### src/rtl/matrix_store.sv
// matrix_store: slot-allocated matrix storage with streamed loads, registered reads, delete and occupancy.
// Ports: clk/rst (async active-high); wr_start/wr_rows/wr_cols open a load into the lowest free slot;
// wr_valid/wr_data/wr_ready stream row-major elements; wr_abort drops the load; wr_id/wr_done/wr_err report it;
// rd_en/rd_id/rd_row/rd_col -> rd_data/rd_valid/rd_err one cycle later; del_en/del_id free a slot;
// q_id -> q_rows/q_cols metadata; slot_valid/matrix_count/storage_full/busy report occupancy and state.
module matrix_store #(
    parameter int DATA_W  = 8,
    parameter int MAX_DIM = 5,
    parameter int SLOTS   = 8,
    localparam int DIM_W  = $clog2(MAX_DIM + 1),
    localparam int ID_W   = $clog2(SLOTS),
    localparam int CNT_W  = $clog2(SLOTS + 1)
) (
    input  logic              clk,
    input  logic              rst,
    input  logic              wr_start,
    input  logic [DIM_W-1:0]  wr_rows,
    input  logic [DIM_W-1:0]  wr_cols,
    input  logic              wr_valid,
    input  logic [DATA_W-1:0] wr_data,
    output logic              wr_ready,
    input  logic              wr_abort,
    output logic [ID_W-1:0]   wr_id,
    output logic              wr_done,
    output logic              wr_err,
    input  logic              rd_en,
    input  logic [ID_W-1:0]   rd_id,
    input  logic [DIM_W-1:0]  rd_row,
    input  logic [DIM_W-1:0]  rd_col,
    output logic [DATA_W-1:0] rd_data,
    output logic              rd_valid,
    output logic              rd_err,
    input  logic              del_en,
    input  logic [ID_W-1:0]   del_id,
    input  logic [ID_W-1:0]   q_id,
    output logic [DIM_W-1:0]  q_rows,
    output logic [DIM_W-1:0]  q_cols,
    output logic [SLOTS-1:0]  slot_valid,
    output logic [CNT_W-1:0]  matrix_count,
    output logic              storage_full,
    output logic              busy
);
    localparam int SZ = MAX_DIM * MAX_DIM;
    localparam int AW = $clog2(SLOTS * SZ);
    localparam logic [DIM_W-1:0] MAXD = DIM_W'(MAX_DIM);

    typedef enum logic {IDLE, LOAD} state_t;
    state_t r_state, w_state_next;

    logic [ID_W-1:0]               r_id, w_free_id;
    logic [DIM_W-1:0]              r_rows, r_cols, r_row, r_col;
    logic [SLOTS-1:0]              r_valid;
    logic [SLOTS-1:0][DIM_W-1:0]   r_mrows, r_mcols;
    logic [CNT_W-1:0]              r_count;
    logic                          r_wr_done, r_wr_err, r_rd_valid, r_rd_err;
    logic [DATA_W-1:0]             r_rd_data;
    logic [DATA_W-1:0]             r_ram [SLOTS*SZ];
    logic                          w_load, w_start_ok, w_beat, w_col_end, w_last, w_del, w_rd_ok;
    logic [AW-1:0]                 w_wr_addr, w_rd_addr;

    always_comb begin
        w_free_id = '0;
        for (int i = SLOTS - 1; i >= 0; i--)
            if (!r_valid[i]) w_free_id = ID_W'(i);
    end

    assign w_load     = r_state == LOAD;
    // Full check uses registered count, so a same-cycle delete cannot make room for this start.
    assign w_start_ok = !w_load && wr_start && !storage_full &&
                        wr_rows != '0 && wr_rows <= MAXD && wr_cols != '0 && wr_cols <= MAXD;
    // Abort wins over a beat arriving in the same cycle.
    assign w_beat     = w_load && wr_valid && !wr_abort;
    assign w_col_end  = r_col == r_cols - 1'b1;
    assign w_last     = w_beat && w_col_end && r_row == r_rows - 1'b1;
    // The loading slot is never marked valid, so deleting it is naturally a no-op.
    assign w_del      = del_en && r_valid[del_id];
    assign w_rd_ok    = rd_en && r_valid[rd_id] && rd_row < r_mrows[rd_id] && rd_col < r_mcols[rd_id];
    assign w_wr_addr  = AW'(int'(r_id) * SZ + int'(r_row) * MAX_DIM + int'(r_col));
    assign w_rd_addr  = AW'(int'(rd_id) * SZ + int'(rd_row) * MAX_DIM + int'(rd_col));

    always_comb begin
        w_state_next = w_load ? ((wr_abort || w_last) ? IDLE : LOAD) : (w_start_ok ? LOAD : IDLE);
    end

    always_ff @(posedge clk or posedge rst) begin
        if (rst) r_state <= IDLE;
        else     r_state <= w_state_next;
    end

    always_ff @(posedge clk or posedge rst) begin
        if (rst) begin
            r_id       <= '0;
            r_rows     <= '0;
            r_cols     <= '0;
            r_row      <= '0;
            r_col      <= '0;
            r_valid    <= '0;
            r_mrows    <= '0;
            r_mcols    <= '0;
            r_count    <= '0;
            r_wr_done  <= 1'b0;
            r_wr_err   <= 1'b0;
            r_rd_valid <= 1'b0;
            r_rd_err   <= 1'b0;
            r_rd_data  <= '0;
        end else begin
            if (w_start_ok) begin
                r_id   <= w_free_id;
                r_rows <= wr_rows;
                r_cols <= wr_cols;
                r_row  <= '0;
                r_col  <= '0;
            end else if (w_beat) begin
                r_col <= w_col_end ? '0 : r_col + 1'b1;
                r_row <= w_col_end ? r_row + 1'b1 : r_row;
            end
            if (w_del) begin
                r_valid[del_id] <= 1'b0;
                r_mrows[del_id] <= '0;
                r_mcols[del_id] <= '0;
            end
            if (w_last) begin
                r_valid[r_id] <= 1'b1;
                r_mrows[r_id] <= r_rows;
                r_mcols[r_id] <= r_cols;
            end
            r_count    <= r_count + CNT_W'(w_last) - CNT_W'(w_del);
            r_wr_done  <= w_last;
            r_wr_err   <= !w_load && wr_start && !w_start_ok;
            r_rd_valid <= w_rd_ok;
            r_rd_err   <= rd_en && !w_rd_ok;
            r_rd_data  <= w_rd_ok ? r_ram[w_rd_addr] : '0;
        end
    end

    always_ff @(posedge clk) begin
        if (w_beat) r_ram[w_wr_addr] <= wr_data;
    end

    assign wr_ready     = w_load;
    assign busy         = w_load;
    assign wr_id        = r_id;
    assign wr_done      = r_wr_done;
    assign wr_err       = r_wr_err;
    assign rd_data      = r_rd_data;
    assign rd_valid     = r_rd_valid;
    assign rd_err       = r_rd_err;
    assign q_rows       = r_mrows[q_id];
    assign q_cols       = r_mcols[q_id];
    assign slot_valid   = r_valid;
    assign matrix_count = r_count;
    assign storage_full = r_count == CNT_W'(SLOTS);
endmodule

### config.mk
export PLATFORM = sky130hd
export DESIGN_NAME = matrix_store
export DESIGN_NICKNAME = d
export VERILOG_FILES = /design/src/rtl/matrix_store.sv
export SDC_FILE = /design/constraint.sdc
export NUM_CORES = 2
export LEC_CHECK = 0
export CELL_PAD_IN_SITES_DETAIL_PLACEMENT = 1
export CELL_PAD_IN_SITES_GLOBAL_PLACEMENT = 1
export CORE_UTILIZATION = 40
export CTS_BUF_LIST = sky130_fd_sc_hd__clkbuf_2 sky130_fd_sc_hd__clkbuf_4 sky130_fd_sc_hd__clkbuf_8
export DETAILED_ROUTE_END_ITERATION = 10
export PLACE_DENSITY = 0.66
export SYNTH_ARGS = -nofsm -noshare
export SYNTH_HDL_FRONTEND = slang
export SYNTH_SLANG_ARGS = --single-unit
### constraint.sdc
create_clock -name clk -period 4.7 [get_ports clk]
set_input_delay 0.47 -clock clk [delete_from_list [all_inputs] [get_ports clk]]
set_output_delay 0.47 -clock clk [all_outputs]
set_load 0.005 [all_outputs]
Signal wires on met2:
Drawn at 1 px/um. Cells faint in the background.
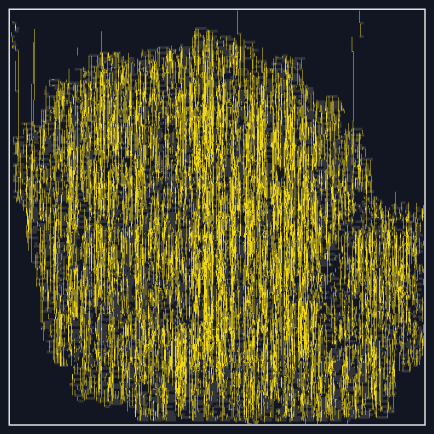
share of all routed wire: 47%
main direction: vertical
wire length on this layer: 89.6 mm

A small window of the routed layout:
Region (187, 270) to (227, 310) um. Cells in gray, sequential cells in the stronger gray; small squares are vias.
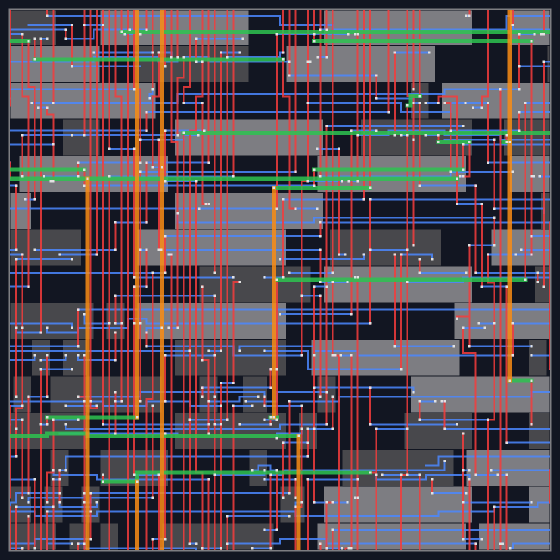
legend:
  M3:
    color: green
  M2:
    color: red
  M1:
    color: blue
  M4:
    color: orange
netlist names of flops here include: r_ram (19)
most frequent: edfxtp_1 (19), mux4_2 (12), nand2_1 (11)
sequential cells in the window: 19
cells with their middle in the window: 54

==> CHANGELOG.md <==
### Changed

* Leading cell kind: flip-flops and latches
* Most used logic cell in the final layout: edfxtp_1
* Post-CTS Resized at 0
* Status: finished clean
* Count leader, synth: edfxtp_1
* Met2 WL post-DR at 89600 um
* Hold_ws at 42.6 ps
* Final GP Congestion at 0.852
* Latest clock arrival within the worst-skew pair at 1020 ps
* CTS buffer count at 294
* Number of clock buffers in the layout at 383
* WL met1 at 80400 um
* Biggest area cells: edfxtp_1, mux4_2, dfrtp_1
* Non-filler instance count after layout at 6365
* Fin worst setup slack at 59.8 ps
* FF-to-FF End: r_ram[112][5]
* WP buf/inv at 3
* GR Overflow Total at 0
* Minimum clock period at 4640 ps
* Global-route wire length before repair at 274000 um
* Flip-flops with a built-in enable at 1600
* Clk tree area frac at 6.62%
* Top Layout Cells: edfxtp_1, mux4_2, buf_4, clkbuf_8, nor2_1
* Syn_area_per_cell at 20.4 um2
* Total Power at 38.1 mW
* Worst path depth at 13
* Seq area share at 63.0%
* Final instance area at 79800 um2
* Yosys stat area at 68000 um2
* Slowest cell on the critical path: xor2_4
* Critical Path Start Type: primary input
* Syn Inst Count at 3330
* Post-CTS setup buffer count at 0
* Mux cell area share after synthesis at 17.2%
* Actual slew at the worst max-slew pin at 1120 ps
* Post-synth top area share at 70.7%
* DRC at 0
* Overall global routing resource usage at 22.1%
* Registers at 1688
* Adder Area Share at 1.44%
* Worst-case clock buffer depth at 4
* # setup viols final at 0
* Top logic family: multiplexers
* CP top delay family: adder cells
* Logic inverters at 46
* GRT met3 Usage at 3.87%
Sequential cells colored by netlist name:
Drawn at 1 px/um. Other sequential cells in the stronger gray, the rest of the logic in the fainter gray.
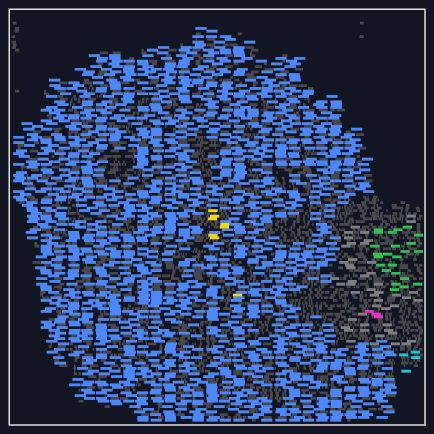
legend:
  r_mrows:
    color: green
    sequential_cells: 24
    where: east
  matrix_count:
    color: cyan
    sequential_cells: 4
    where: south-east
  rd_data:
    color: yellow
    sequential_cells: 8
    where: center
  wr_id:
    color: magenta
    sequential_cells: 3
  r_ram:
    color: blue
    sequential_cells: 1600
    where: all over the die
not colored: 49

Power figures rest on the tool's default switching activity, not on a simulated workload.
